==> config.mk <==
export PLATFORM = sky130hd
export DESIGN_NAME = serial_word_collector
export DESIGN_NICKNAME = d
export VERILOG_FILES = /design/src/rtl/serial_word_collector.sv
export SDC_FILE = /design/constraint.sdc
export NUM_CORES = 1
export LEC_CHECK = 0
export ABC_AREA = 1
export CAP_MARGIN = 40
export CORE_MARGIN = 5
export CORE_UTILIZATION = 43
export DETAILED_ROUTE_END_ITERATION = 8
export HOLD_SLACK_MARGIN = 0.02
export PLACE_DENSITY = 0.72
export SLEW_MARGIN = 10
export SYNTH_ARGS = -nofsm -noshare
export SYNTH_HDL_FRONTEND = slang
export SYNTH_SLANG_ARGS = --single-unit
==> constraint.sdc <==
create_clock -name clock -period 1 [get_ports clock]
set_input_delay 0.2 -clock clock [delete_from_list [all_inputs] [get_ports clock]]
set_output_delay 0.2 -clock clock [all_outputs]
set_load 0.005 [all_outputs]
==> src/rtl/serial_word_collector.sv <==
// Serial-to-parallel collector for the serial adder/subtractor result stream.
// Rebuilds LSB-first words and offers them on a one-deep valid/ready output buffer.
module serial_word_collector #(
   parameter int BIT_WIDTH = 8,
   parameter int CNT_W     = $clog2(BIT_WIDTH + 1)
) (
   input  logic                 clock,
   input  logic                 reset,
   input  logic                 bit_in,
   input  logic                 bit_valid,
   input  logic                 start,
   input  logic                 carry_in,
   output logic [BIT_WIDTH-1:0] out_data,
   output logic                 out_carry,
   output logic                 out_valid,
   input  logic                 out_ready,
   output logic                 busy,
   output logic [CNT_W-1:0]     bit_count,
   output logic                 frame_abort,
   output logic                 overrun,
   input  logic                 clear_overrun
);

   typedef enum logic [0:0] {
      IDLE    = 1'b0,
      COLLECT = 1'b1
   } state_t;

   localparam logic [CNT_W-1:0] LAST_IDX = CNT_W'(BIT_WIDTH - 1);
   localparam logic [CNT_W-1:0] ONE      = CNT_W'(1);

   state_t                 state_q, state_d;
   logic [BIT_WIDTH-2:0]   shift_q, shift_d;
   logic [CNT_W-1:0]       cnt_q, cnt_d;
   logic [BIT_WIDTH-1:0]   data_q, data_d;
   logic                   carry_q, carry_d;
   logic                   valid_q, valid_d;
   logic                   busy_q, busy_d;
   logic                   abort_q, abort_d;
   logic                   overrun_q, overrun_d;

   logic [BIT_WIDTH-1:0]   full_word;
   logic                   word_done;
   logic                   drop_word;
   logic                   drain;

   // Only BIT_WIDTH-1 bits need storing: the final bit arrives live with the last beat.
   assign full_word = {bit_in, shift_q};
   assign drain     = valid_q && out_ready;

   always_comb begin
      state_d   = state_q;
      shift_d   = shift_q;
      cnt_d     = cnt_q;
      abort_d   = 1'b0;
      word_done = 1'b0;

      case (state_q)
         IDLE: begin
            if (bit_valid && start) begin
               shift_d = full_word[BIT_WIDTH-1:1];
               cnt_d   = ONE;
               state_d = COLLECT;
            end
         end
         COLLECT: begin
            if (bit_valid) begin
               shift_d = full_word[BIT_WIDTH-1:1];
               if (start) begin
                  // Restart wins even on the last bit position; the partial word is discarded.
                  abort_d = 1'b1;
                  cnt_d   = ONE;
               end else if (cnt_q == LAST_IDX) begin
                  word_done = 1'b1;
                  cnt_d     = '0;
                  state_d   = IDLE;
               end else begin
                  cnt_d = cnt_q + ONE;
               end
            end
         end
         default: state_d = IDLE;
      endcase

      busy_d = (state_d == COLLECT);
   end

   always_comb begin
      data_d    = data_q;
      carry_d   = carry_q;
      valid_d   = valid_q;
      drop_word = 1'b0;

      if (word_done) begin
         // A buffer being drained this cycle can take the new word on the same edge.
         if (!valid_q || out_ready) begin
            data_d  = full_word;
            carry_d = carry_in;
            valid_d = 1'b1;
         end else begin
            drop_word = 1'b1;
         end
      end else if (drain) begin
         valid_d = 1'b0;
      end

      // A new drop in the same cycle as a clear keeps the flag set.
      overrun_d = drop_word || (overrun_q && !clear_overrun);
   end

   always_ff @(posedge clock or posedge reset) begin
      if (reset) begin
         state_q   <= IDLE;
         shift_q   <= '0;
         cnt_q     <= '0;
         data_q    <= '0;
         carry_q   <= 1'b0;
         valid_q   <= 1'b0;
         busy_q    <= 1'b0;
         abort_q   <= 1'b0;
         overrun_q <= 1'b0;
      end else begin
         state_q   <= state_d;
         shift_q   <= shift_d;
         cnt_q     <= cnt_d;
         data_q    <= data_d;
         carry_q   <= carry_d;
         valid_q   <= valid_d;
         busy_q    <= busy_d;
         abort_q   <= abort_d;
         overrun_q <= overrun_d;
      end
   end

   assign out_data    = data_q;
   assign out_carry   = carry_q;
   assign out_valid   = valid_q;
   assign busy        = busy_q;
   assign bit_count   = cnt_q;
   assign frame_abort = abort_q;
   assign overrun     = overrun_q;

endmodule

==> GITHUB_STEP_SUMMARY <==
## Synthesis and layout report

| Metric | Value |
|---|---|
| Status | `complete, but fails checks` |
| Failing checks | `setup timing` |
| DR WL met2 | `1611 µm` |
| Post-synth EDFFs | `0` |
| Worst setup path category | `flop to flop` |
| TNS Setup | `-5.365 ns` |
| P per Cell Area | `1478 mW/mm²` |
| Async SR Flop Fraction | `100.0%` |
| R2r endpoint | `out_data[6]` |
| FMAX | `740.3 MHz` |
| Top cells, area | `dfrtp_1 58%, nand2_1 14%, nand4_1 6.0%, inv_1 2.9%, o21ai_0 2.4%` |
| Uppermost layer routed | `met4` |
| Util after Layout | `75.36%` |
| Max Root-Sink Buffers | `2` |
| Comb pwr share | `25.2%` |
| Gpl congestion | `0.8345` |
| Comb/total area | `27.76%` |
| Global-route wire length before repair | `4664 µm` |
| Crit-path most repeated cell | `buf_6` |
| ANT cells | `0` |
| Core area | `0.002255 mm²` |
| Drt first pass iters | `4` |
| Largest net degree at the start of global routing | `25` |
| Xor/xnor share | `0.8413%` |
| Area leader share | `57.69%` |
| Leading cell kind | `registers` |
| Clock Latency Late Sink | `0.33 ns` |
| Final nets | `182` |
| Filler cell count in the final layout | `146` |
| Final WS setup | `-0.3507 ns` |
| Vias in the first global route | `1016` |
| Reg-to-Reg Start | `bit_count[1]` |
| Vias/cell | `5.155` |
| Sw frac | `27.26%` |
| Register area share after synthesis | `57.69%` |
| CP endpoint kind | `flop` |
| Hold Slack | `0.1889 ns` |
| Worst-path clk slew | `0.14 ns` |
| Non-Filler Instances | `200` |
| FP Util | `46.17%` |
| Cell count after synthesis | `111` |
| Die Y | `59.20 µm` |
| Cell Type Count | `18` |
| Slowest-stage cell, CP | `dfrtp_1` |
| Max-Cap Viols | `0` |
| Clock buffers | `3` |
| HPWL after DPL | `1664 µm` |
| Met2 usage | `29.33%` |
| Wire per inst | `15.67 µm` |
| HP Class | `input pin to async pin` |
| CP Cell Sequence | `buf_6, ha_4, nand2_4, nor2_4, buf_6, nand4_1, nand2_1` |
| Non-clk buf share | `28.87%` |
| Top-level I/O count | `25` |
| Reg2reg path depth | `7` |
| Clk cell area share | `3.093%` |
| Worst Max-Slew Pin Slew | `0.2699 ns` |
| Post_cts resized | `86` |
| Part of the power in registers | `46.0%` |
| Setup Viol. Count Final | `37` |
| Log Warnings | `29` |
| Most numerous logic cells after layout | `33 x nand2_1, 23 x dfrtp_1, 23 x buf_4` |
| CP Data Arrival Time | `1.62 ns` |
| Tot Pwr | `0.002511 W` |
| Top Consumer | `sequential cells` |
| Max stage delay on crit path | `0.41 ns` |
| YS warnings | `0` |
| Mean area per synthesized cell | `9.378 µm²` |
| Layout cells sized above 1 | `44.77%` |
| Max reg flops | `8` |
| R2R setup slack | `-0.35 ns` |
| Crit path capture | `out_data[6]` |
| Port Buffers | `24` |
| CP bufs+invs | `2` |
| H-tree levels | `1` |
| DRC viols | `0` |
| Initial antenna violation count | `0` |
| Top cells by count | `39 x nand2_1, 24 x dfrtp_1, 10 x nand4_1, 8 x inv_1, 5 x o21ai_0` |
| Crit path max-delay family | `simple AND/OR/NAND/NOR gates` |
| Main kind of combinational logic by area | `simple AND/OR/NAND/NOR gates` |
| GRT Max-Usage Layer | `met2` |
| Mapped cell area | `0.001041 mm²` |
| Slew HR | `81.98%` |
| Leak | `0.9140 nW` |
| Total track usage | `17.63%` |
| Clk power | `0.000722 W` |
| # Cells Yosys | `111` |
| GR Overflow Total | `0` |
| Logic area | `471.7 µm²` |
| Design area | `0.001699 mm²` |
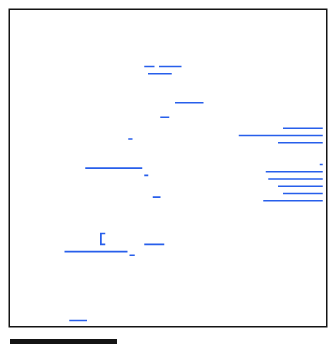
(M3 wires)
The bar under the picture is 20 µm long.
The longest straight run is 15.4 µm. 18 nets have wire on it. The wires run mostly horizontal. The layer holds 4.1% of the routed length. The layer carries 127 µm of wire.
total vias in the final route: 1031
M3 GR Usage: 2.614%
DRT Wirelength: 3133 µm

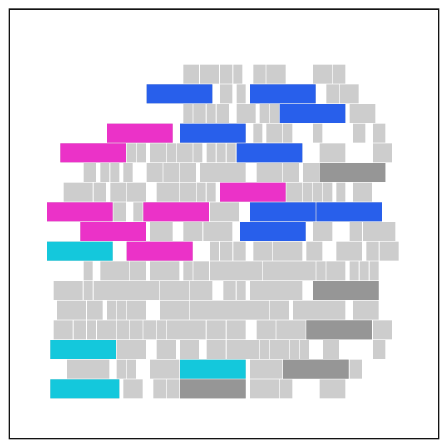
(sequential cells coloured by netlist name)
Other sequential cells in the stronger grey, the rest of the logic in the fainter grey.
Key: magenta = `shift_q` [sequential cells 7]; blue = `out_data` [sequential cells 8]; cyan = `bit_count` [sequential cells 4, where south-west]
Another 5 sequential cells are not coloured.
Seq/total area: 35.42%
Reg area: 601.8 µm²
seq pwr: 0.00116 W

Power figures rest on the tool's default switching activity, not on a simulated workload.
